--- src/rtl/cpu_types_pkg.sv ---
// Shared CPU datapath types and the hazard controller's state and latch-control encodings.
package cpu_types_pkg;

    localparam int REG_W  = 5;
    localparam int WORD_W = 32;

    typedef logic [REG_W-1:0]  regbits_t;
    typedef logic [WORD_W-1:0] word_t;

    typedef enum logic [1:0] {
        RUN      = 2'd0,
        MEM_WAIT = 2'd1,
        LU_STALL = 2'd2,
        HALTED   = 2'd3
    } hazard_state_t;

    typedef struct packed {
        logic pc_wen;
        logic ifid_wen;
        logic ifid_flush;
        logic idex_wen;
        logic idex_flush;
        logic exmem_wen;
        logic exmem_flush;
        logic memwb_wen;
    } latch_ctrl_t;

    localparam latch_ctrl_t CTRL_RUN = '{
        pc_wen: 1'b1, ifid_wen: 1'b1, ifid_flush: 1'b0, idex_wen: 1'b1,
        idex_flush: 1'b0, exmem_wen: 1'b1, exmem_flush: 1'b0, memwb_wen: 1'b1
    };
    localparam latch_ctrl_t CTRL_OFF = '0;

    // True when any latch is frozen or bubbled this cycle.
    function automatic logic any_stall(input latch_ctrl_t c);
        return !c.pc_wen || !c.ifid_wen || !c.idex_wen || !c.exmem_wen || !c.memwb_wen
            || c.ifid_flush || c.idex_flush || c.exmem_flush;
    endfunction

endpackage

--- src/rtl/sat_counter.sv ---
// Up-counter that sticks at its all-ones value instead of wrapping.
module sat_counter #(
    parameter int W = 16
) (
    input  logic         CLK,
    input  logic         nRST,
    input  logic         inc,
    output logic [W-1:0] count
);
    logic [W-1:0] count_q;
    logic [W-1:0] count_d;

    always_comb begin
        count_d = count_q;
        if (inc && (count_q != '1)) begin
            count_d = count_q + 1'b1;
        end
    end

    // NOTE: state flops use non-blocking assignment so every flop samples pre-edge values.
    always_ff @(posedge CLK or negedge nRST) begin
        if (!nRST) begin
            count_q <= '0;
        end else begin
            count_q <= count_d;
        end
    end

    assign count = count_q;

endmodule

--- src/rtl/hazard_ctrl.sv ---
// Pipeline hazard controller: drives latch write-enables/flushes and the PC write enable,
// tracks halt, and keeps saturating stall/flush counters for performance debug.
module hazard_ctrl
    import cpu_types_pkg::*;
#(
    parameter int CNT_W = 16
) (
    input  logic             CLK,
    input  logic             nRST,
    input  logic             ihit,
    input  logic             dhit,
    input  logic [4:0]       ifid_rs,
    input  logic [4:0]       ifid_rt,
    input  logic [4:0]       idex_rt,
    input  logic             idex_dMemREN,
    input  logic             ex_redirect,
    input  logic             exmem_dMemREN,
    input  logic             exmem_dMemWEN,
    input  logic             memwb_halt,
    output logic             pc_wen,
    output logic             ifid_wen,
    output logic             ifid_flush,
    output logic             idex_wen,
    output logic             idex_flush,
    output logic             exmem_wen,
    output logic             exmem_flush,
    output logic             memwb_wen,
    output logic             halted,
    output hazard_state_t    state,
    output logic [CNT_W-1:0] stall_cnt,
    output logic [CNT_W-1:0] flush_cnt
);
    hazard_state_t state_q;
    hazard_state_t state_d;
    latch_ctrl_t   ctrl;
    logic          mem_wait;
    logic          load_use;
    logic          stall_inc;
    logic          flush_inc;

    assign mem_wait = (exmem_dMemREN || exmem_dMemWEN) && !dhit;
    // A load targeting $0 produces nothing a consumer could wait for.
    assign load_use = idex_dMemREN && (idex_rt != '0)
                   && ((idex_rt == ifid_rs) || (idex_rt == ifid_rt));

    // NOTE: every always_comb output gets a default first so no path leaves a latch behind.
    always_comb begin
        ctrl      = CTRL_RUN;
        state_d   = RUN;
        halted    = 1'b0;
        flush_inc = 1'b0;

        if (state_q == HALTED) begin
            ctrl    = CTRL_OFF;
            state_d = HALTED;
            halted  = 1'b1;
        end else if (memwb_halt) begin
            state_d = HALTED;
        end else if (mem_wait) begin
            ctrl    = CTRL_OFF;
            state_d = MEM_WAIT;
        end else if (ex_redirect) begin
            ctrl.ifid_wen   = 1'b0;
            ctrl.ifid_flush = 1'b1;
            ctrl.idex_wen   = 1'b0;
            ctrl.idex_flush = 1'b1;
            flush_inc       = 1'b1;
        end else if (load_use) begin
            ctrl.pc_wen     = 1'b0;
            ctrl.ifid_wen   = 1'b0;
            ctrl.idex_wen   = 1'b0;
            ctrl.idex_flush = 1'b1;
            state_d         = LU_STALL;
        end else if (!ihit) begin
            ctrl.pc_wen     = 1'b0;
            ctrl.ifid_wen   = 1'b0;
            ctrl.ifid_flush = 1'b1;
        end

        stall_inc = (state_q != HALTED) && any_stall(ctrl);

        // Latches stay frozen while reset is held.
        if (!nRST) begin
            ctrl   = CTRL_OFF;
            halted = 1'b0;
        end
    end

    always_ff @(posedge CLK or negedge nRST) begin
        if (!nRST) begin
            state_q <= RUN;
        end else begin
            state_q <= state_d;
        end
    end

    assign pc_wen      = ctrl.pc_wen;
    assign ifid_wen    = ctrl.ifid_wen;
    assign ifid_flush  = ctrl.ifid_flush;
    assign idex_wen    = ctrl.idex_wen;
    assign idex_flush  = ctrl.idex_flush;
    assign exmem_wen   = ctrl.exmem_wen;
    assign exmem_flush = ctrl.exmem_flush;
    assign memwb_wen   = ctrl.memwb_wen;
    assign state       = state_q;

    sat_counter #(.W(CNT_W)) u_stall_cnt (
        .CLK   (CLK),
        .nRST  (nRST),
        .inc   (stall_inc),
        .count (stall_cnt)
    );

    sat_counter #(.W(CNT_W)) u_flush_cnt (
        .CLK   (CLK),
        .nRST  (nRST),
        .inc   (flush_inc),
        .count (flush_cnt)
    );

endmodule
--- config.mk ---
export PLATFORM = sky130hd
export DESIGN_NAME = hazard_ctrl
export DESIGN_NICKNAME = d
export VERILOG_FILES = /design/src/rtl/cpu_types_pkg.sv /design/src/rtl/sat_counter.sv /design/src/rtl/hazard_ctrl.sv
export SDC_FILE = /design/constraint.sdc
export NUM_CORES = 1
export LEC_CHECK = 0
export CAP_MARGIN = 20
export CORE_UTILIZATION = 45
export DETAILED_ROUTE_END_ITERATION = 8
export PLACE_DENSITY = 0.77
export SLEW_MARGIN = 20
export SYNTH_ARGS = -nofsm -noshare
export SYNTH_HDL_FRONTEND = slang
export SYNTH_SLANG_ARGS = --single-unit
--- constraint.sdc ---
create_clock -name CLK -period 2.38 [get_ports CLK]
set_clock_uncertainty 0.15 [all_clocks]
set_input_delay 0.476 -clock CLK [delete_from_list [all_inputs] [get_ports CLK]]
set_output_delay 0.476 -clock CLK [all_outputs]
set_load 0.005 [all_outputs]
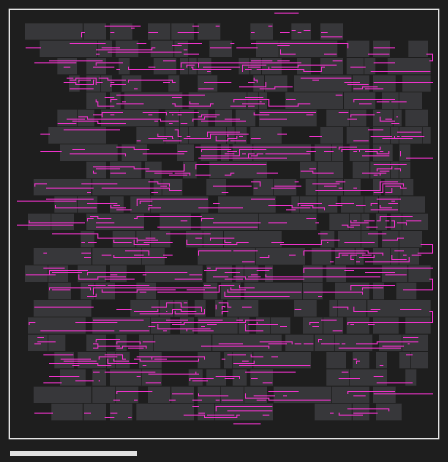
*Met1 routing, run 1*
The bar under the picture is 20 µm long.
nets with wire on the layer: 255
longest straight run: 22.1 µm
final wirelength: 4.77 mm
count of vias placed by the detailed router: 1,678
GRT met1 Usage: 0.267

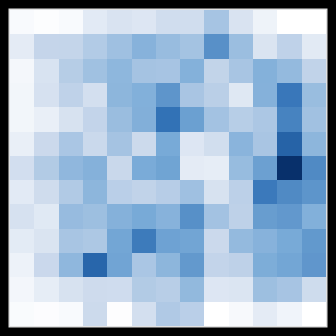
*Wire density map, run 1*
13 x 13 tiles, from white (low) to dark blue (high), scaled to the fullest tile. Values are wire area over tile area, all layers added.
tiles over half the peak: 17%
mean over tiles: 0.17
densest ninth of the die: middle right
fullest tile: 0.52
detailed-route wire length per cell: 14.7 µm
combined global-route utilization of all metal layers: 0.225

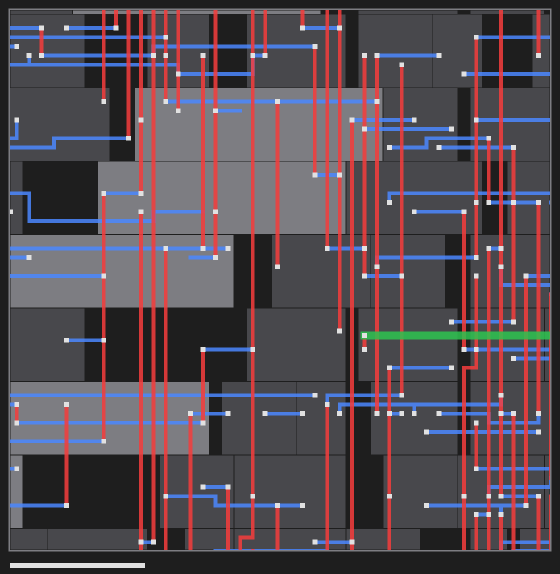
*Zoomed window, run 1*
The bar under the picture is 5 µm long. Region (40, 40) to (60, 60) µm. Cells in grey, sequential cells in the stronger grey; small squares are vias.
[met3] green
[met1] blue
[met2] red
netlist names of flops here include: u_flush_cnt.count (4)
sequential cells in the window: 4
cells with their middle in the window: 29
most frequent: buf_4 (7), clkdlybuf4s50_1 (6), dfrtp_1 (4)

==> run 1: flip-flops by register name, indices dropped and copies added (netlist names) <==
signal             cells
state                  2
u_flush_cnt.count     16
u_stall_cnt.count     16
==> run 1: metal layers <==
| layer | up-vias | GRT usage | share of wire |
|---|---|---|---|
| met2 | 50 | 0.398 | 0.51 |
| met1 | 812 | 0.267 | 0.41 |
| met4 | 0 | 0.0718 | 0.011 |
| met3 | 5 | 0.0541 | 0.068 |
| met5 | - | 0 | 0 |
| li1 | 811 | - | - |
==> run 1: synth_stat cells, types with 2 or more instances <==
cell,count
sky130_fd_sc_hd__a21oi_1,4
sky130_fd_sc_hd__and2_1,2
sky130_fd_sc_hd__and3_1,14
sky130_fd_sc_hd__buf_4,2
sky130_fd_sc_hd__dfrtp_1,34
sky130_fd_sc_hd__ha_1,2
sky130_fd_sc_hd__inv_1,4
sky130_fd_sc_hd__mux2_2,2
sky130_fd_sc_hd__nand2_1,12
sky130_fd_sc_hd__nand3_1,16
sky130_fd_sc_hd__nand3_2,4
sky130_fd_sc_hd__nand4_1,7
sky130_fd_sc_hd__nand4_2,3
sky130_fd_sc_hd__nand4_4,2
sky130_fd_sc_hd__nor2_1,5
sky130_fd_sc_hd__nor2b_1,2
sky130_fd_sc_hd__nor3_1,3
sky130_fd_sc_hd__xnor2_1,34
sky130_fd_sc_hd__xor2_1,5
==> run 1: metrics by stage <==
stage          setup WS, ns  hold WS [ns]  area, µm²  instances  TNS (ns)
2_1_floorplan        0.0103        0.0304       1920        178         0
3_3_place_gp         -0.749         0.326       2760        312     -6.76
3_5_place_dp         -0.782         0.339       2760        312     -7.39
4_1_cts             -0.0353         0.352       2920        323   -0.0419
5_1_grt             -0.0551         0.369       2990        324    -0.166
6_report            -0.0183         0.346       2990        324   -0.0183
==> run 1: worst register-to-register path: cells and delay by family, from the launching register on <==
family / cells / cell delay, ns
and+or+nand+nor: 4 / 0.69
DFF: 1 / 0.43
AOI/OAI and AO/OA: 1 / 0.42
muxes: 1 / 0.32
==> run 1: report_power, final <==
group          internal (mW)  switching, mW  total (mW)
combinational          0.145         0.0918       0.237
sequential             0.605         0.0304       0.635
clock                  0.335          0.200       0.534
total                   1.08          0.322        1.41
==> run 1: final timing paths <==
kind                            depth (start not counted)  slack (ns)            startpoint                    end
worst max-delay path                                    7       -0.02            idex_rt[4]               ifid_wen
min in group asynchronous                               3        0.48                  nRST               state[0]
worst min register to register                          1        0.35  u_stall_cnt.count[5]   u_stall_cnt.count[5]
worst min-delay path                                    1        0.35  u_stall_cnt.count[5]   u_stall_cnt.count[5]
max in group asynchronous                               4        1.07                  nRST  u_flush_cnt.count[15]
worst max register to register                          6        0.26  u_stall_cnt.count[7]   u_stall_cnt.count[1]
==> run 1: cells by family after synthesis <==
family          share of synthesized area
flops                               0.443
fa+ha+maj                          0.0130
xor+xnor                            0.178
compound gates                     0.0685
mux                                0.0176
other cells                       0.00195
buf+inv                            0.0358
simple gates                        0.242
==> run 1: area by class of cell <==
class	instances	area [µm²]
fillers	301	1070
repair buffers	94	835
multi-input cells	134	1110
inverters	5	18.8
clock inverters	1	30.0
well taps	50	62.6
clock buffers	6	82.6
flip-flops and latches	34	851
==> run_results.csv, run 1 <==
group,metric,value,unit
yosys,floorplan.nets,204,
yosys,postSynthRegisterBits,34,
yosys,post_synth.cell_area_avg,10.8,µm²
yosys,enable_flop_cells,0,
floorplanning,die.size.y,67.3,µm
routing,vias_per_cell,5.18,
worst_setup_path,critPathKind,"in2out",
routing,dr.pass1.iters,4,
worst_setup_path,crit_slowest_cell,"sky130_fd_sc_hd__or4_4",
yosys,synth_cells,178,
timing,final_hold_viol_count,0,
flow_run,max_cap_violations,0,
timing,setup_viol,1,
yosys,postSynth.topFlopCell,"sky130_fd_sc_hd__dfrtp_1",
floorplanning,die_area,0.00453,mm²
worst_setup_path,worst_ep_required_time,1.75,ns
yosys,postSynthSeqShare,0.443,
final_layout,final_layout_top_logic_cell,"sky130_fd_sc_hd__clkdlybuf4s50_1",
timing,final.min_clock_period,2.40,ns
place,globalplace.congestion,0.718,
clocking,post-cts-setup-buffer-count,4,
status,failed_checks,"setup timing",
worst_setup_path,chain_of_cells_forming_the_critical_path,"buf_6 > or4_4 > o21ai_2 > inv_2 > a21o_4 > a21boi_1 > buf_2",
clocking,clock_buffer_count_from_cts,5,
global_route,grt_pass1_vias,1587,
timing,achievable-frequency,417,MHz
floorplanning,io-pin-count,67,
timing,fin_ws,-0.0183,ns
final_layout,insertedDiodeCount,0,
clocking,ctsHoldBuffers,0,
floorplanning,floorplan.rows,23,
clocking,clock_tree.htree_level_count,2,
worst_setup_path,highest_fanout_seen_on_the_critical_path,5,
timing,rsz_0062_raised_after_global_routing,"true",
pwr,static_power_due_to_leakage,1.39,nW
floorplanning,core-area,0.00406,mm²
yosys,yosysTopAreaCell,"sky130_fd_sc_hd__dfrtp_1",
place,detailedPlacementHpwl,3.49,mm
clocking,cts.clk_slew.worst_paths,0.06,ns
pwr,pwr_density_cell,471,mW/mm²
worst_setup_path,critPathCaptureType,"output pin",
worst_setup_path,cp.buffers_inverters,3,
yosys,ys_types,40,
global_route,global_route.overflow_total,0,
final_layout,finish.net_count,300,
timing,timing.final.max_slew_violations,0,
timing,worst_pin_slew,0.489,ns
final_layout,share_of_layout_cells_above_drive_strength_1,0.292,
clocking,clockBufferDepth,2,
pwr,max-vdd-ir-drop,0.449,mV
flow_run,tool_warnings,28,
yosys,ys_cells,178,
floorplanning,chipWidth,67.3,µm
routing,drt.antenna.violating_nets,0,
yosys,top_cell_area_share,0.443,
status,status,"finished with violations",
worst_setup_path,cpLargestDelayFamily,"simple AND/OR/NAND/NOR gates",
clocking,post_cts.resized_instances,74,
clocking,clock_root_buffer,"sky130_fd_sc_hd__clkbuf_8",
worst_hold_path,hp-class,"reg2reg",
clocking,number_of_clock_sinks_seen_by_cts,34,
yosys,ys_warn_count,0,
yosys,netlist_area,0.00192,mm²
final_layout,top_cells_excl_fill_tap,"sky130_fd_sc_hd__clkdlybuf4s50_1 (40), sky130_fd_sc_hd__dfrtp_1 (34), sky130_fd_sc_hd__xnor2_1 (29)",
yosys,topCellsByArea,"sky130_fd_sc_hd__dfrtp_1 (44%), sky130_fd_sc_hd__xnor2_1 (16%), sky130_fd_sc_hd__and3_1 (4.6%)",
final_layout,final_core_occ,0.736,
timing,timing.slew.headroom,0.671,
routing,remaining_drc_errors,0,
global_route,grt_pass1_wl,7.43,mm
routing,drt_iter0_drc,31,
final_layout,synthToLayoutAreaGrowth,55.7,%
worst_setup_path,critical_path.startpoint_type,"primary input",
floorplanning,floorplan.core_util,0.473,
pwr,fin_total_pwr,1.41,mW
global_route,maximum_number_of_pins_on_one_net_before_global_route_repair,27,
yosys,yosysChipArea,0.00192,mm²
global_route,antenna_violations_before_repair,0,
clocking,clock_insertion_delay_worst_skew,0.28,ns
clocking,tritoncts,"built",
timing,finalCritPeriodShare,1.01,
worst_setup_path,cpPeakStageDelay,0.53,ns
place,portBuffers,65,
yosys,synth-async-reset-ratio,1.00,
worst_setup_path,worst-endpoint-arrival,1.77,ns
==> run 2, diff against run 1 <==
--- a/config.mk
+++ b/config.mk
@@ -5,10 +5,10 @@
 export SDC_FILE = /design/constraint.sdc
 export NUM_CORES = 1
 export LEC_CHECK = 0
-export CAP_MARGIN = 20
-export CORE_UTILIZATION = 45
+export CORE_UTILIZATION = 47
+export CTS_BUF_LIST = sky130_fd_sc_hd__clkbuf_8
 export DETAILED_ROUTE_END_ITERATION = 8
-export PLACE_DENSITY = 0.77
+export PLACE_DENSITY = 0.8
 export SLEW_MARGIN = 20
 export SYNTH_ARGS = -nofsm -noshare
 export SYNTH_HDL_FRONTEND = slang
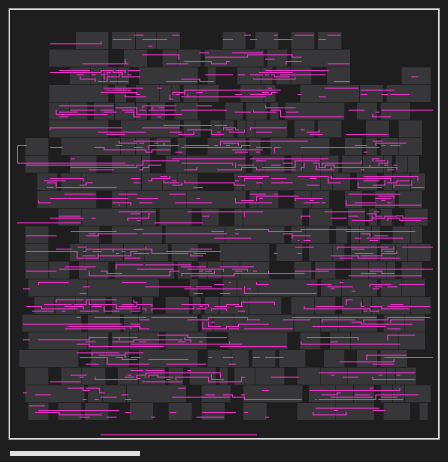
*Met1 routing, run 2*
The bar under the picture is 20 µm long.
share of all routed wire: 44%
nets with wire on the layer: 242
count of vias placed by the detailed router: 1,701
GRT met1 Usage: 0.299
final wirelength: 4.73 mm

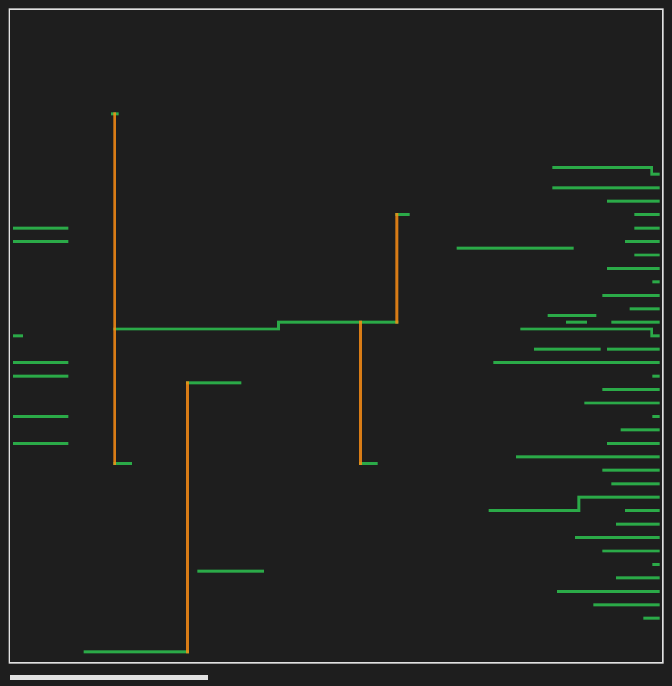
*Signal wires by layer, run 2*
The bar under the picture is 20 µm long. Two of the layers only.
[met3] green | wire length: 312 µm
[met4] orange | wire length: 87.7 µm
combined global-route utilization of all metal layers: 0.234
detailed-route wire length per cell: 14.7 µm

==> run_results.csv, run 2 <==
group,metric,value,unit
flow_run,max_cap_violations,0,
worst_setup_path,crit_start,"idex_rt[4]",
timing,fin_ws,-0.0173,ns
worst_setup_path,cpPeakStageDelay,0.54,ns
clocking,clockBufferDepth,2,
floorplanning,die.size.y,65.9,µm
worst_setup_path,ff2ff_path_depth,6,
final_layout,top_cells_excl_fill_tap,"sky130_fd_sc_hd__clkdlybuf4s50_1 (40), sky130_fd_sc_hd__dfrtp_1 (34), sky130_fd_sc_hd__xnor2_1 (29)",
worst_setup_path,chain_of_cells_forming_the_critical_path,"buf_6 > or4_4 > o21ai_2 > inv_2 > a21o_4 > a21boi_2 > buf_2",
final_layout,share_of_layout_cells_above_drive_strength_1,0.281,
global_route,global_route.overflow_total,0,
timing,setup_viol,1,
clocking,clock_buffer_count_from_cts,5,
clocking,tritoncts,"built",
global_route,maximum_number_of_pins_on_one_net_before_global_route_repair,22,
routing,drt_iter0_drc,33,
floorplanning,chipWidth,65.9,µm
yosys,topCellsByArea,"sky130_fd_sc_hd__dfrtp_1 (44%), sky130_fd_sc_hd__xnor2_1 (16%), sky130_fd_sc_hd__and3_1 (4.6%)",
floorplanning,floorplan.core_util,0.505,
final_layout,ff_latch_area,851,µm²
yosys,postSynthSeqShare,0.443,
yosys,yosysChipArea,0.00192,mm²
timing,achievable-frequency,417,MHz
worst_setup_path,cp.buffers_inverters,3,
final_layout,layout.area.comb,0.00109,mm²
yosys,postSynth.topFlopCell,"sky130_fd_sc_hd__dfrtp_1",
routing,dr.pass1.iters,4,
yosys,synth_cells,178,
worst_setup_path,highest_fanout_seen_on_the_critical_path,5,
global_route,antenna_violations_before_repair,0,
timing,timing.final.max_slew_violations,0,
timing,timing.slew.headroom,0.660,
floorplanning,core-area,0.00380,mm²
floorplanning,io-pin-count,67,
yosys,ys_types,40,
worst_setup_path,critPathCapture,"ifid_wen",
yosys,post_synth.cell_area_avg,10.8,µm²
status,status,"finished with violations",
place,detailedPlacementHpwl,3.28,mm
timing,finalCritPeriodShare,1.01,
clocking,clock_insertion_delay_worst_skew,0.29,ns
pwr,max-vdd-ir-drop,0.445,mV
status,failed_checks,"setup timing",
final_layout,final_cell_area,0.00297,mm²
worst_setup_path,critPathCaptureType,"output pin",
pwr,pwr_density_cell,467,mW/mm²
timing,worst_pin_slew,0.506,ns
global_route,grt_pass1_wl,7.51,mm
worst_setup_path,rr_startpoint,"u_stall_cnt.count[7]",
worst_setup_path,critPathKind,"in2out",
routing,remaining_drc_errors,0,
final_layout,filler_cell_count,272,
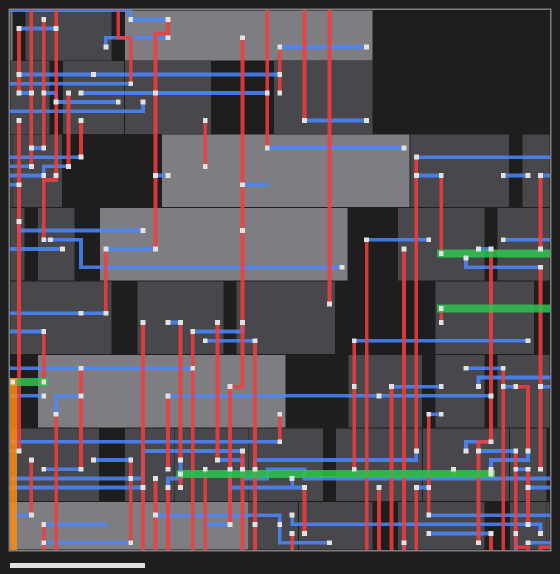
*Zoomed window, run 2*
The bar under the picture is 5 µm long. Region (39, 39) to (59, 59) µm. Cells in grey, sequential cells in the stronger grey; small squares are vias.
[met1] blue
[met3] green
[met2] red
[met4] orange
cells with their middle in the window: 32
most frequent: dfrtp_1 (5)
netlist names of flops here include: u_flush_cnt.count (5)
sequential cells in the window: 5

## run 2: cell counts after synthesis
No cell type changed its count.
## run 2: report_power, final
group | switching (mW) | total, mW | internal (mW)
logic | 0.0945 | 0.240 | 0.145
clock network | 0.205 | 0.509 | 0.304
registers | 0.0320 | 0.637 | 0.605
total | 0.331 | 1.39 | 1.05
## run 2: metrics by stage
step	setup TNS [ns]	setup slack (ns)	std cells	utilization	hold slack, ns
2_1_floorplan	0	0.0103	178	-	0.0304
3_3_place_gp	-6.79	-0.760	309	0.725	0.326
3_5_place_dp	-7.47	-0.768	309	0.725	0.330
4_1_cts	-0.0227	-0.0227	320	0.764	0.343
5_1_grt	-0.0915	-0.0514	322	0.782	0.120
6_report	-0.0173	-0.0173	322	0.782	0.0890
## run 2: worst reg2reg max path: stages, from the launching register on
cell,delay (ns)
sky130_fd_sc_hd__dfrtp_1,0.42
sky130_fd_sc_hd__and3_1,0.23
sky130_fd_sc_hd__and3_1,0.22
sky130_fd_sc_hd__nand2_1,0.10
sky130_fd_sc_hd__o31a_4,0.45
sky130_fd_sc_hd__nand2_1,0.12
sky130_fd_sc_hd__mux2_1,0.32
## run 2: kinds of logic (layout without fill, tap and decap cells)
| kind of cell | count (synthesis) | after routing | share of synthesized area |
|---|---|---|---|
| simple gates | 74 | 74 | 0.242 |
| xor+xnor | 39 | 39 | 0.178 |
| flops | 34 | 34 | 0.443 |
| compound gates | 15 | 15 | 0.0685 |
| buf+inv | 10 | 106 | 0.0358 |
| mux | 3 | 3 | 0.0176 |
| fa+ha+maj | 2 | 2 | 0.0130 |
| other cells | 1 | 1 | 0.00195 |
## run 2: what timing repair did
action / 4_1_cts / 5_1_grt
gates cloned: 0 / 0
setup endpoints to repair: 10 / 8
resized: 62 / 18
pin swaps: 20 / 14
buffers inserted: 3 / 3
## run 2: area by class of cell
class | instances | share of cell area
clock buffers | 5 | 0.0232
inverters | 5 | 0.00632
repair buffers | 93 | 0.282
multi-input cells | 134 | 0.369
flip-flops and latches | 34 | 0.287
clock inverters | 3 | 0.0126
well taps | 48 | 0.0202
## run 2: how the worst min path moves through the flow
stage	startpoint	to	slack [ns]	cells past startpoint
after global placement	u_stall_cnt.count[5]	u_stall_cnt.count[5]	0.33	1
after CTS	u_stall_cnt.count[5]	u_stall_cnt.count[5]	0.34	1
after floorplan	nRST	state[0]	0.03	0
after detailed placement	u_stall_cnt.count[5]	u_stall_cnt.count[5]	0.33	1
after global routing	nRST	u_stall_cnt.count[15]	0.12	3
final	nRST	u_stall_cnt.count[14]	0.09	3
## run 2: per-layer routing
layer | GRT usage | vias to the layer above | part of all wire | routed length [µm]
met4 | 0.122 | 0 | 0.018 | 87
met3 | 0.0431 | 9 | 0.066 | 311
met1 | 0.299 | 819 | 0.44 | 2090
li1 | - | 814 | - | -
met5 | 0 | - | 0 | 0
met2 | 0.376 | 59 | 0.47 | 2240
==> run 3, diff against run 2 <==
--- a/config.mk
+++ b/config.mk
@@ -5,10 +5,11 @@
 export SDC_FILE = /design/constraint.sdc
 export NUM_CORES = 1
 export LEC_CHECK = 0
-export CORE_UTILIZATION = 47
+export CORE_MARGIN = 1
+export CORE_UTILIZATION = 50
 export CTS_BUF_LIST = sky130_fd_sc_hd__clkbuf_8
 export DETAILED_ROUTE_END_ITERATION = 8
-export PLACE_DENSITY = 0.8
+export PLACE_DENSITY = 0.84
 export SLEW_MARGIN = 20
 export SYNTH_ARGS = -nofsm -noshare
 export SYNTH_HDL_FRONTEND = slang
==> constraint.sdc (replaced) <==
create_clock -name CLK -period 2.8 [get_ports CLK]
set_clock_uncertainty 0.15 [all_clocks]
set_input_delay 0.56 -clock CLK [delete_from_list [all_inputs] [get_ports CLK]]
set_output_delay 0.56 -clock CLK [all_outputs]
set_load 0.005 [all_outputs]
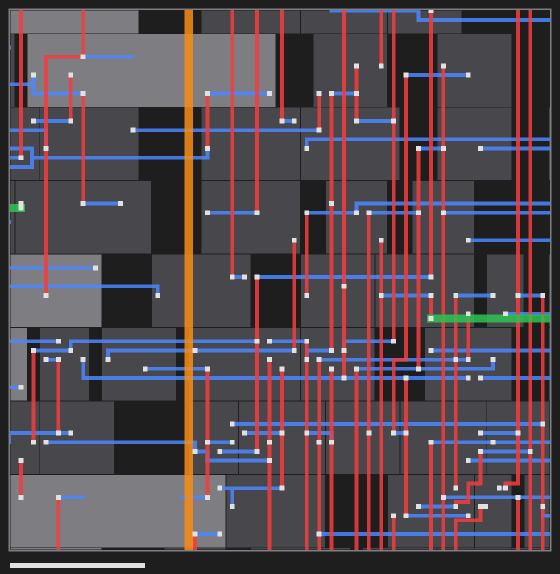
*Zoomed window, run 3*
The bar under the picture is 5 µm long. Region (38, 38) to (58, 58) µm. Cells in grey, sequential cells in the stronger grey; small squares are vias.
[met3] green
[met2] red
[met1] blue
[met4] orange
netlist names of flops here include: state (1), u_flush_cnt.count (1)
sequential cells in the window: 2
most frequent: buf_4 (8), clkdlybuf4s50_1 (7), a21oi_2 (3)
cells with their middle in the window: 32

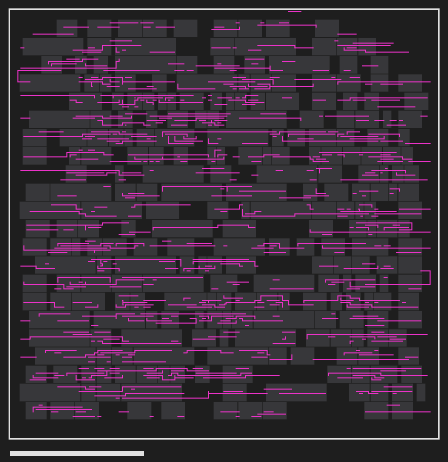
*Met1 routing, run 3*
The bar under the picture is 20 µm long.
wire length on this layer: 2,020 µm
main direction: horizontal
GRT met1 Usage: 0.303
final wirelength: 4.64 mm
count of vias placed by the detailed router: 1,678

==> run_results.csv, run 3 <==
group,metric,value,unit
status,status,"complete, no violations",
final_layout,filler_cell_count,285,
worst_setup_path,number_of_gates_on_the_worst_path_with_buffers_counted,9,
timing,rsz_0062_raised_after_global_routing,"true",
timing,final_hold_viol_count,0,
routing,route.met3.wl,281,µm
floorplanning,core-area,0.00366,mm²
flow_run,max_cap_violations,0,
yosys,postSynthRegisterBits,34,
final_layout,final_layout_top_logic_cell,"sky130_fd_sc_hd__clkdlybuf4s50_1",
clocking,tritoncts,"built",
worst_setup_path,rr_startpoint,"u_stall_cnt.count[7]",
yosys,postSynthSeqShare,0.443,
place,number_of_cells_after_detailed_placement,303,
clocking,clockBufferDepth,2,
global_route,grt_pass1_vias,1598,
worst_setup_path,worst-endpoint-arrival,2.08,ns
routing,remaining_drc_errors,0,
pwr,pwr_density_cell,379,mW/mm²
clocking,clock_buffer_count_from_cts,5,
timing,final.min_clock_period,2.79,ns
global_route,maximum_number_of_pins_on_one_net_before_global_route_repair,26,
worst_setup_path,chain_of_cells_forming_the_critical_path,"clkdlybuf4s50_1 > xnor2_1 > nand3_1 > o22ai_1 > buf_4 > nand2_2 > a21oi_2 > nor2_1 > dlygate4sd2_1",
worst_setup_path,worst-r2r-setup-slack,0.60,ns
worst_hold_path,hp-class,"reg2reg",
worst_setup_path,critPathCaptureType,"output pin",
final_layout,insertedDiodeCount,0,
pwr,power.share.clock,0.312,
worst_setup_path,ff2ff_path_depth,6,
worst_setup_path,worst_ep_required_time,2.09,ns
floorplanning,chipWidth,64.0,µm
timing,timing.final.max_slew_violations,0,
clocking,clock_insertion_delay_worst_skew,0.28,ns
routing,met1_wirelength,2.02,mm
pwr,static_power_due_to_leakage,1.26,nW
timing,tns,0,ns
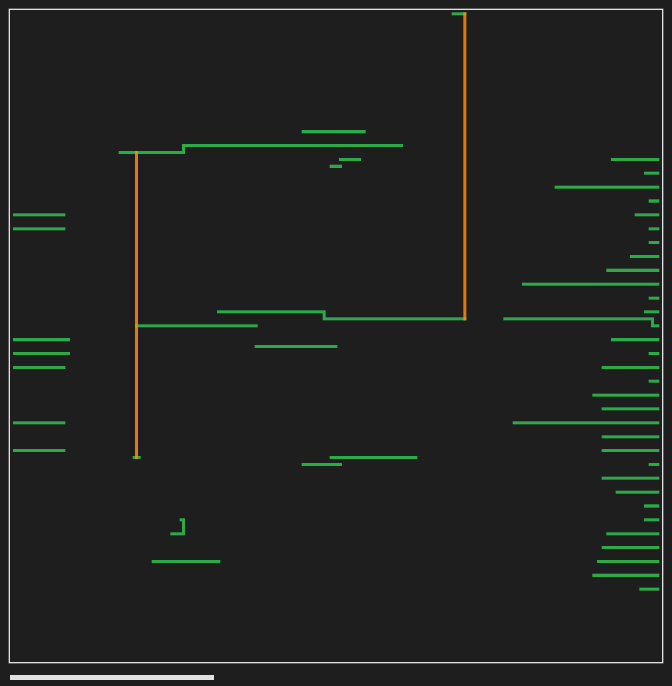
*Signal wires by layer, run 3*
The bar under the picture is 20 µm long. Two of the layers only.
[met3] green | wire length: 282 µm
[met4] orange | wire length: 59.8 µm
combined global-route utilization of all metal layers: 0.245
detailed-route wire length per cell: 14.8 µm

## run 3: what timing repair did
action | 4_1_cts | 5_1_grt
endpoints found under the setup margin | 7 | 6
pin swaps | 5 | 4
setup buffers | 3 | 1
gates resized | 22 | 5
## run 3: cell type report
| cell class | count | area (µm²) | share of cell area |
|---|---|---|---|
| Clock buffer | 5 | 68.8 | 0.0245 |
| Inverter | 5 | 18.8 | 0.00668 |
| Tap cell | 48 | 60.1 | 0.0214 |
| Sequential cell | 34 | 851 | 0.303 |
| Clock inverter | 2 | 7.51 | 0.00267 |
| Multi-Input combinational cell | 134 | 1020 | 0.364 |
| Timing Repair Buffer | 86 | 781 | 0.278 |
## run 3: metrics by stage
step	power (mW)	setup slack [ns]	util	cell area (µm²)	hold WS (ns)
after global routing	1.12	-0.0656	0.768	2810	0.366
after CTS	1.07	0.0140	0.766	2800	0.346
after detailed placement	0.737	-0.521	0.740	2710	0.330
final	1.06	0.00616	0.768	2810	0.344
after global placement	0.725	-0.505	0.740	2710	0.327
after floorplan	0.611	0.262	-	1920	0.114
## run 3: how the worst min path moves through the flow
stage | start | endpoint | slack (ns) | cells after the start
5_1_grt | u_flush_cnt.count[9] | u_flush_cnt.count[9] | 0.37 | 1
4_1_cts | u_stall_cnt.count[9] | u_stall_cnt.count[9] | 0.35 | 1
2_1_floorplan | nRST | state[0] | 0.11 | 0
3_3_place_gp | u_stall_cnt.count[9] | u_stall_cnt.count[9] | 0.33 | 1
6_report | u_stall_cnt.count[9] | u_stall_cnt.count[9] | 0.34 | 1
3_5_place_dp | u_stall_cnt.count[9] | u_stall_cnt.count[9] | 0.33 | 1
## run 3: power groups by stage
stage	registers, mW	clock network [mW]	logic, mW
final	0.542	0.332	0.191
after global routing	0.546	0.361	0.209
after CTS	0.542	0.338	0.190
after detailed placement	0.551	0	0.186
after global placement	0.548	0	0.177
after floorplan	0.547	0	0.0634
## run 3: logic make-up (layout without fill, tap and decap cells)
group                      after synthesis  count (layout)  synth area share
buffers and inverters                   10              98            0.0358
muxes                                    3               3            0.0176
other                                    1               1           0.00195
xor gates and xnor gates                39              39             0.178
adders and majority gates                2               2            0.0130
and+or+nand+nor                         74              74             0.242
DFF                                     34              34             0.443
AOI/OAI and AO/OA                       15              15            0.0685
## run 3: metal layers
layer  vias up  track usage
met3         5       0.0661
met5         -            0
met2        61        0.415
met4         0       0.0767
met1       813        0.303
li1        799            -
No activity file was given, so power comes from the tool's default toggle rates.
